Fig. 1: power grid
Pins as bars on the die edge.
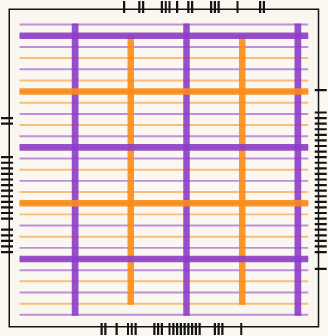
Fig. 2: placement by cell class
The bar under the picture is 20 µm long.
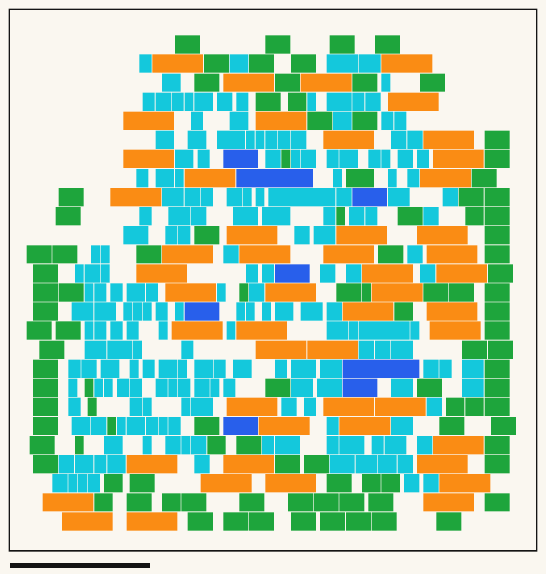
Fig. 3: clock network drawn from the DEF
The bar under the picture is 20 µm long.
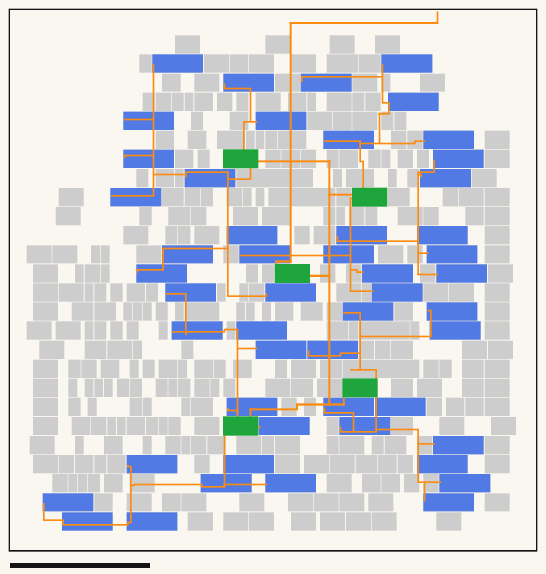
Fig. 4: metal layers overlaid
Only two layers are drawn.
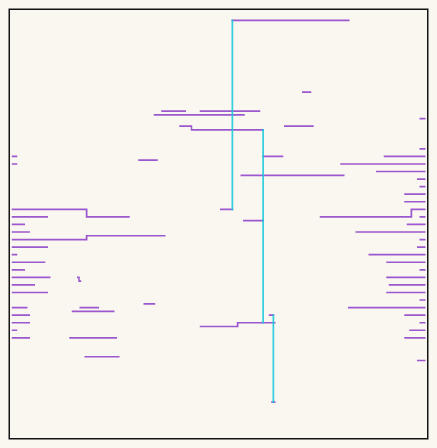
Fig. 5: clock routing
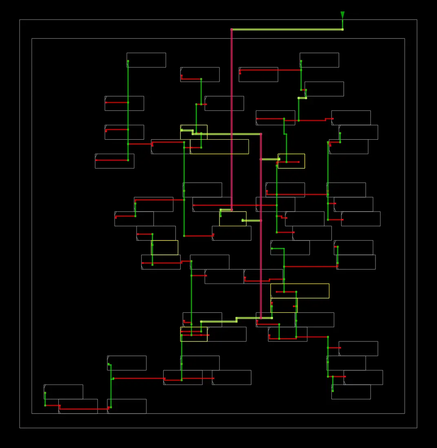
===== config.mk =====
export PLATFORM = sky130hd
export DESIGN_NAME = pipe_ctrl_unit
export DESIGN_NICKNAME = d
export VERILOG_FILES = /design/src/rtl/pipe_ctrl_unit.sv
export SDC_FILE = /design/constraint.sdc
export NUM_CORES = 1
export LEC_CHECK = 0
export ABC_CLOCK_PERIOD_IN_PS = 4800
export CORE_AREA = 2 2 73 75
export CTS_CLUSTER_DIAMETER = 150
export DETAILED_ROUTE_END_ITERATION = 10
export DIE_AREA = 0 0 75 77
export GPL_TIMING_DRIVEN = 0
export PLACE_DENSITY = 0.83
export SLEW_MARGIN = 5
export SYNTH_ARGS = -nofsm -noshare
export SYNTH_HDL_FRONTEND = slang
export SYNTH_SLANG_ARGS = --single-unit

===== constraint.sdc =====
create_clock -name clk -period 4.8 [get_ports clk]
set_input_delay 0.96 -clock clk [delete_from_list [all_inputs] [get_ports clk]]
set_output_delay 0.96 -clock clk [all_outputs]
set_load 0.01 [all_outputs]

===== src/rtl/pipe_ctrl_unit.sv =====
`default_nettype none
// ============================================================================
// Module   : pipe_ctrl_unit
// Purpose  : Pipelined MIPS control unit. Decodes the ID-stage opcode/func
//            into a control bundle and destination index, then carries the
//            bundle through the ID/EX, EX/MEM and MEM/WB registers. Detects
//            load-use hazards (stall + bubble) and applies branch flushes.
// Ports    : clk, rst                 - clock, synchronous active-high reset
//            opcode_id, func_id       - ID-stage instruction fields
//            rs_id, rt_id, rd_id      - ID-stage register indices
//            flush_ex                 - branch taken in EX, kill ID instr
//            jmp_id, illegal_id       - combinational decode results
//            stall_o                  - hold PC and IF/ID, bubble into EX
//            ex_*, mem_*, wb_*        - per-stage registered control/dst
//            stall_count              - saturating stall-cycle counter
// Revision : 1.0 - initial release
// ============================================================================
module pipe_ctrl_unit #(
  parameter int REG_AW      = 5,
  parameter int ALUOP_W     = 4,
  parameter bit LOADUSE_EN  = 1'b1,
  parameter int STALL_CNT_W = 16
) (
  input  logic                   clk,
  input  logic                   rst,
  input  logic [5:0]             opcode_id,
  input  logic [5:0]             func_id,
  input  logic [REG_AW-1:0]      rs_id,
  input  logic [REG_AW-1:0]      rt_id,
  input  logic [REG_AW-1:0]      rd_id,
  input  logic                   flush_ex,
  output logic [1:0]             jmp_id,
  output logic                   illegal_id,
  output logic                   stall_o,
  output logic [ALUOP_W-1:0]     ex_alu_op,
  output logic                   ex_alu_src,
  output logic                   ex_alu_src1,
  output logic                   ex_branch,
  output logic                   ex_nbranch,
  output logic                   ex_data_c,
  output logic                   ex_mem_read,
  output logic                   ex_reg_write,
  output logic [REG_AW-1:0]      ex_dst,
  output logic                   mem_mem_read,
  output logic                   mem_mem_write,
  output logic                   mem_mem_to_reg,
  output logic                   mem_data_c,
  output logic                   mem_reg_write,
  output logic [REG_AW-1:0]      mem_dst,
  output logic                   wb_mem_to_reg,
  output logic                   wb_data_c,
  output logic                   wb_reg_write,
  output logic [REG_AW-1:0]      wb_dst,
  output logic [STALL_CNT_W-1:0] stall_count
);

  localparam logic [REG_AW-1:0] C_LINK_REG = {REG_AW{1'b1}};

  typedef struct packed {
    logic [ALUOP_W-1:0] alu_op;
    logic               alu_src;
    logic               alu_src1;
    logic               branch;
    logic               nbranch;
    logic               data_c;
    logic               mem_read;
    logic               mem_write;
    logic               mem_to_reg;
    logic               reg_write;
    logic [REG_AW-1:0]  dst;
  } ex_bundle_t;

  typedef struct packed {
    logic              mem_read;
    logic              mem_write;
    logic              mem_to_reg;
    logic              data_c;
    logic              reg_write;
    logic [REG_AW-1:0] dst;
  } mem_bundle_t;

  typedef struct packed {
    logic              mem_to_reg;
    logic              data_c;
    logic              reg_write;
    logic [REG_AW-1:0] dst;
  } wb_bundle_t;

  ex_bundle_t  w_dec, ex_d, ex_q;
  mem_bundle_t mem_d, mem_q;
  wb_bundle_t  wb_d, wb_q;
  logic [STALL_CNT_W-1:0] stall_cnt_d, stall_cnt_q;

  logic [3:0] w_op4;
  logic [1:0] w_jmp;
  logic       w_illegal;
  logic       w_link;
  logic       w_is_r;
  logic       w_hazard;

  // --------------------------------------------------------------------------
  // Decode
  // --------------------------------------------------------------------------
  always_comb begin
    w_dec     = '0;
    w_op4     = 4'b0000;
    w_jmp     = 2'b00;
    w_illegal = 1'b0;
    w_link    = 1'b0;
    w_is_r    = 1'b0;
    case (opcode_id)
      6'b000000: begin
        w_is_r = 1'b1;
        case (func_id)
          6'b010000: w_jmp = 2'b10;
          6'b010001: begin
            w_jmp           = 2'b10;
            w_dec.reg_write = 1'b1;
            w_dec.data_c    = 1'b1;
            w_link          = 1'b1;
          end
          6'b001011: begin w_dec.reg_write = 1'b1; w_op4 = 4'b1000; end
          6'b001100: begin w_dec.reg_write = 1'b1; w_op4 = 4'b1001; end
          6'b001101: begin w_dec.reg_write = 1'b1; w_op4 = 4'b1010; end
          default: begin
            // Remaining R-type ops pass func[3:0] straight to the ALU;
            // func[3:2]==10 are the shift forms that take shamt.
            w_dec.reg_write = 1'b1;
            w_op4           = func_id[3:0];
            w_dec.alu_src1  = (func_id[3:2] == 2'b10);
          end
        endcase
      end
      6'b001000: begin w_dec.reg_write = 1'b1; w_dec.alu_src = 1'b1; w_op4 = 4'b0000; end
      6'b001010: begin w_dec.reg_write = 1'b1; w_dec.alu_src = 1'b1; w_op4 = 4'b0101; end
      6'b010111: begin
        w_dec.reg_write  = 1'b1;
        w_dec.alu_src    = 1'b1;
        w_dec.mem_read   = 1'b1;
        w_dec.mem_to_reg = 1'b1;
      end
      6'b101011: begin w_dec.alu_src = 1'b1; w_dec.mem_write = 1'b1; end
      6'b000100: begin w_op4 = 4'b0001; w_dec.branch  = 1'b1; end
      6'b000101: begin w_op4 = 4'b0001; w_dec.nbranch = 1'b1; end
      6'b000010: w_jmp = 2'b01;
      6'b000011: begin
        w_jmp           = 2'b01;
        w_dec.reg_write = 1'b1;
        w_dec.data_c    = 1'b1;
        w_link          = 1'b1;
      end
      6'b000001: begin w_dec.reg_write = 1'b1; w_dec.alu_src = 1'b1; w_op4 = 4'b0011; end
      6'b001101: begin w_dec.reg_write = 1'b1; w_dec.alu_src = 1'b1; w_op4 = 4'b0100; end
      6'b001111: begin w_dec.reg_write = 1'b1; w_dec.alu_src = 1'b1; w_op4 = 4'b0111; end
      6'b000111: begin w_dec.reg_write = 1'b1; w_dec.alu_src = 1'b1; w_op4 = 4'b1111; end
      default:   w_illegal = 1'b1;
    endcase
    w_dec.alu_op = ALUOP_W'(w_op4);
    // Illegal instructions carry an all-zero bundle, destination included.
    if (w_illegal)   w_dec.dst = '0;
    else if (w_link) w_dec.dst = C_LINK_REG;
    else if (w_is_r) w_dec.dst = rd_id;
    else             w_dec.dst = rt_id;
  end

  assign jmp_id     = w_jmp;
  assign illegal_id = w_illegal;

  // --------------------------------------------------------------------------
  // Load-use hazard: rs/rt compared even if unused by the ID instruction.
  // --------------------------------------------------------------------------
  if (LOADUSE_EN) begin : g_loaduse_on
    assign w_hazard = ex_q.mem_read && (ex_q.dst != '0) &&
                      ((ex_q.dst == rs_id) || (ex_q.dst == rt_id));
  end else begin : g_loaduse_off
    assign w_hazard = 1'b0;
  end

  // A flush kills the dependent instruction anyway, so it overrides the stall.
  assign stall_o = w_hazard && !flush_ex;

  // --------------------------------------------------------------------------
  // Stage next-state
  // --------------------------------------------------------------------------
  always_comb begin
    ex_d  = (flush_ex || stall_o) ? '0 : w_dec;
    mem_d = '{mem_read:   ex_q.mem_read,
              mem_write:  ex_q.mem_write,
              mem_to_reg: ex_q.mem_to_reg,
              data_c:     ex_q.data_c,
              reg_write:  ex_q.reg_write,
              dst:        ex_q.dst};
    wb_d  = '{mem_to_reg: mem_q.mem_to_reg,
              data_c:     mem_q.data_c,
              reg_write:  mem_q.reg_write,
              dst:        mem_q.dst};
    stall_cnt_d = stall_cnt_q;
    if (stall_o && (stall_cnt_q != {STALL_CNT_W{1'b1}}))
      stall_cnt_d = stall_cnt_q + STALL_CNT_W'(1);
  end

  always_ff @(posedge clk) begin
    if (rst) begin
      ex_q        <= '0;
      mem_q       <= '0;
      wb_q        <= '0;
      stall_cnt_q <= '0;
    end else begin
      ex_q        <= ex_d;
      mem_q       <= mem_d;
      wb_q        <= wb_d;
      stall_cnt_q <= stall_cnt_d;
    end
  end

  assign ex_alu_op      = ex_q.alu_op;
  assign ex_alu_src     = ex_q.alu_src;
  assign ex_alu_src1    = ex_q.alu_src1;
  assign ex_branch      = ex_q.branch;
  assign ex_nbranch     = ex_q.nbranch;
  assign ex_data_c      = ex_q.data_c;
  assign ex_mem_read    = ex_q.mem_read;
  assign ex_reg_write   = ex_q.reg_write;
  assign ex_dst         = ex_q.dst;
  assign mem_mem_read   = mem_q.mem_read;
  assign mem_mem_write  = mem_q.mem_write;
  assign mem_mem_to_reg = mem_q.mem_to_reg;
  assign mem_data_c     = mem_q.data_c;
  assign mem_reg_write  = mem_q.reg_write;
  assign mem_dst        = mem_q.dst;
  assign wb_mem_to_reg  = wb_q.mem_to_reg;
  assign wb_data_c      = wb_q.data_c;
  assign wb_reg_write   = wb_q.reg_write;
  assign wb_dst         = wb_q.dst;
  assign stall_count    = stall_cnt_q;

endmodule
`default_nettype wire


==> metrics.cfg <==
[timing]
fin_tns_setup_ns = 0
min_period_ns = 4.007
timing.fmax_ghz = 0.2496
post-route-period-util = 0.8348
holdWs_ns = 0.4577
slew_violations = 0
hold_viol_final = 0
setup_viol = 0
rsz0062_at_grt = false

[floorplan]
die_area_um2 = 5775
io_pins = 84
fp_util = 0.4696
core_area_um2 = 4977

[finish]
layout-drive-gt1-share = 0.08380
largest_register_ffs = 16
num_antenna_cells = 0
lay_top_cells = clkdlybuf4s50_1 (83), dfxtp_1 (50), nor2_1 (23), a21oi_1 (23), nand2_1 (20)
area_growth_pct = 45.40
final-seq-area_um2 = 1001
logic_area_um2 = 1201
lay_top_count = clkdlybuf4s50_1
finalNetCount = 388

[critical_path]
worstRegToRegCells = 8
crit_end = jmp_id[1]
critical_path.top_delay_family = buffers and inverters
rrSetupSlack_ns = 2.73
critical_path_arrival_ns = 3.05
rr_startpoint = stall_count[0]
crit_start = opcode_id[3]
crit_buf_inv = 3
slowest_stage = clkdlybuf4s50_1
slowest_delay_ns = 0.57
cp.depth = 6
cp.required_ns = 3.84
endpoint_kind = primary output
worst_setup_path_start_kind = input port
critical_path_class = in -> out
r2r-end = stall_count[10]

[power]
vdd_drop_max_uv = 147.6
maxPowerGroup = sequential cells
cellLeakagePower_nw = 1.217
powerComb_uw = 84.1
p_sw_uw = 180.4
seq_power_share = 0.485
p_sw_frac = 0.2089
power_uw = 863.3
pg_seq_uw = 419
cellPowerDensity_nw_per_um2 = 254.0
intPower_uw = 683.0

[clocking]
clock_path_buffers = 2
post_cts_buffers = 0
clk_pin_slew_ns = 0.08
htree_num_levels = 2
cts_root_buffer = clkbuf_8
cts_resized = 0
cts_tree = done
ctsHoldBuffers = 0

[logic_synthesis]
yosys.area_share.xor_xnor = 0.04872
ys_sh_simple = 0.2816
ys_cells = 267
yosys_warnings = 0
ff_type = dfxtp_1
ys_seq_share = 0.4283
synth.net_count = 298
synth_cells = 267
async_reset_ff_frac = 0
yosys_area_um2 = 2337
syn_area_um2 = 2337
yosys.area_share.adder = 0.005353
ys_sh_aoi = 0.1483
synthMuxAreaShare = 0.02998
syn_area_per_cell_um2 = 8.754

[run_status]
status = finished, final reports clean

[min_path]
min_path_type = reg -> reg
hold_end = mem_mem_write
holdCritStartpoint = ex_q[7]
hold-path-cell-count = 1

[route]
ant_nets = 0
drtPass1Iterations = 4
vias_per_cell = 5.252
drc = 0
drtIter0Drc = 122

[global_routing]
antenna_found_initial = 0
grt_max_degree = 16
grt_pass1_wl_um = 9301
gr-total-overflow = 0
grt_pass1_vias = 2019

[placed_design]
hpwl_um = 4263
gp_congestion = 0.8604
io_buffers = 83

Back to the opening pictures, Fig. 1:
purple -> VSS
orange -> VDD
met1 rails = 27
met5 straps = 5
signal pins = 84
met4 straps = 5
rows = 26
Die Y: 77 µm
Die Wd: 75 µm

Back to the opening pictures, Fig. 2:
green -> other buffers and delay cells  # cells 103
cyan -> combinational and other logic  # cells 197
orange -> flops  # cells 50
blue -> clock drivers and dummy loads  # cells 8
Final Cell Area: 3398 µm²
row cnt: 26

Back to the opening pictures, Fig. 3:
orange -> clock wires  # length 549 µm
blue -> flip-flops  # count 50
green -> clock drivers  # count 5
routed clock nets = 6
clk ins delay skew pair: 0.30 ns
clock share of power: 0.417
Power Clock: 360 µW

Back to the opening pictures, Fig. 4:
cyan -> metal 4  # wire length 84.3 µm
purple -> metal 3  # wire length 397 µm
gr usage total: 0.2026
WL final: 5639 µm
wire length per cell: 13.18 µm

Back to the opening pictures, Fig. 5:
CTS Buf Count: 5
clock sink total: 50
Fin Clk Skew: 0.008721 ns
seq_cells: 50

[layer usage]
| metal | track usage | routed length, µm | vias up |
|---|---|---|---|
| met5 | 0 | 0 | - |
| met4 | 0.06607 | 84 | 0 |
| met3 | 0.04599 | 396 | 8 |
| met2 | 0.3272 | 2702 | 87 |
| met1 | 0.2626 | 2454 | 1033 |
| li1 | - | - | 1120 |
[final cells by class]
class,count,share of cell area
Multi-Input combinational cell,194,0.3535
Buffer,20,0.03645
Clock inverter,2,0.01767
Inverter,3,0.003314
Sequential cell,50,0.2946
Clock buffer,6,0.02430
Timing Repair Buffer,83,0.2445
Tap cell,70,0.02577
[cell usage after synthesis (4+ instances only)]
library cell | instances | share of area
nand2_1 | 20 | 0.032
clkbuf_1 | 8 | 0.013
nor2_1 | 23 | 0.037
mux2i_1 | 7 | 0.030
nand3_1 | 13 | 0.028
o31ai_1 | 5 | 0.016
o21ai_0 | 10 | 0.021
or2_2 | 4 | 0.011
nor3_1 | 7 | 0.015
xnor2_1 | 11 | 0.041
dfxtp_1 | 50 | 0.43
or3_1 | 5 | 0.013
a21oi_1 | 23 | 0.049
or4_1 | 6 | 0.019
buf_4 | 11 | 0.035
nor2b_1 | 18 | 0.048
[worst register-to-register path, cell delays in order, from the launching register on]
cell and delay, ns:
dfxtp_1 0.36, ha_1 0.24, nand2_1 0.13, nor2_1 0.11, a311oi_4 0.31, nand2_2 0.10
buf_6 0.14, or4_1 0.47, a21oi_1 0.14
[through the flow]
stage	instances	cell area [µm²]	utilization	worst slack (ns)
2_1_floorplan	267	2337	-	1.977
3_3_place_gp	420	3256	0.6541	0.8124
3_5_place_dp	420	3256	0.6541	0.8020
4_1_cts	428	3398	0.6828	0.7858
5_1_grt	428	3398	0.6828	0.6208
6_report	428	3398	0.6828	0.7930
Power figures rest on the tool's default switching activity, not on a simulated workload.
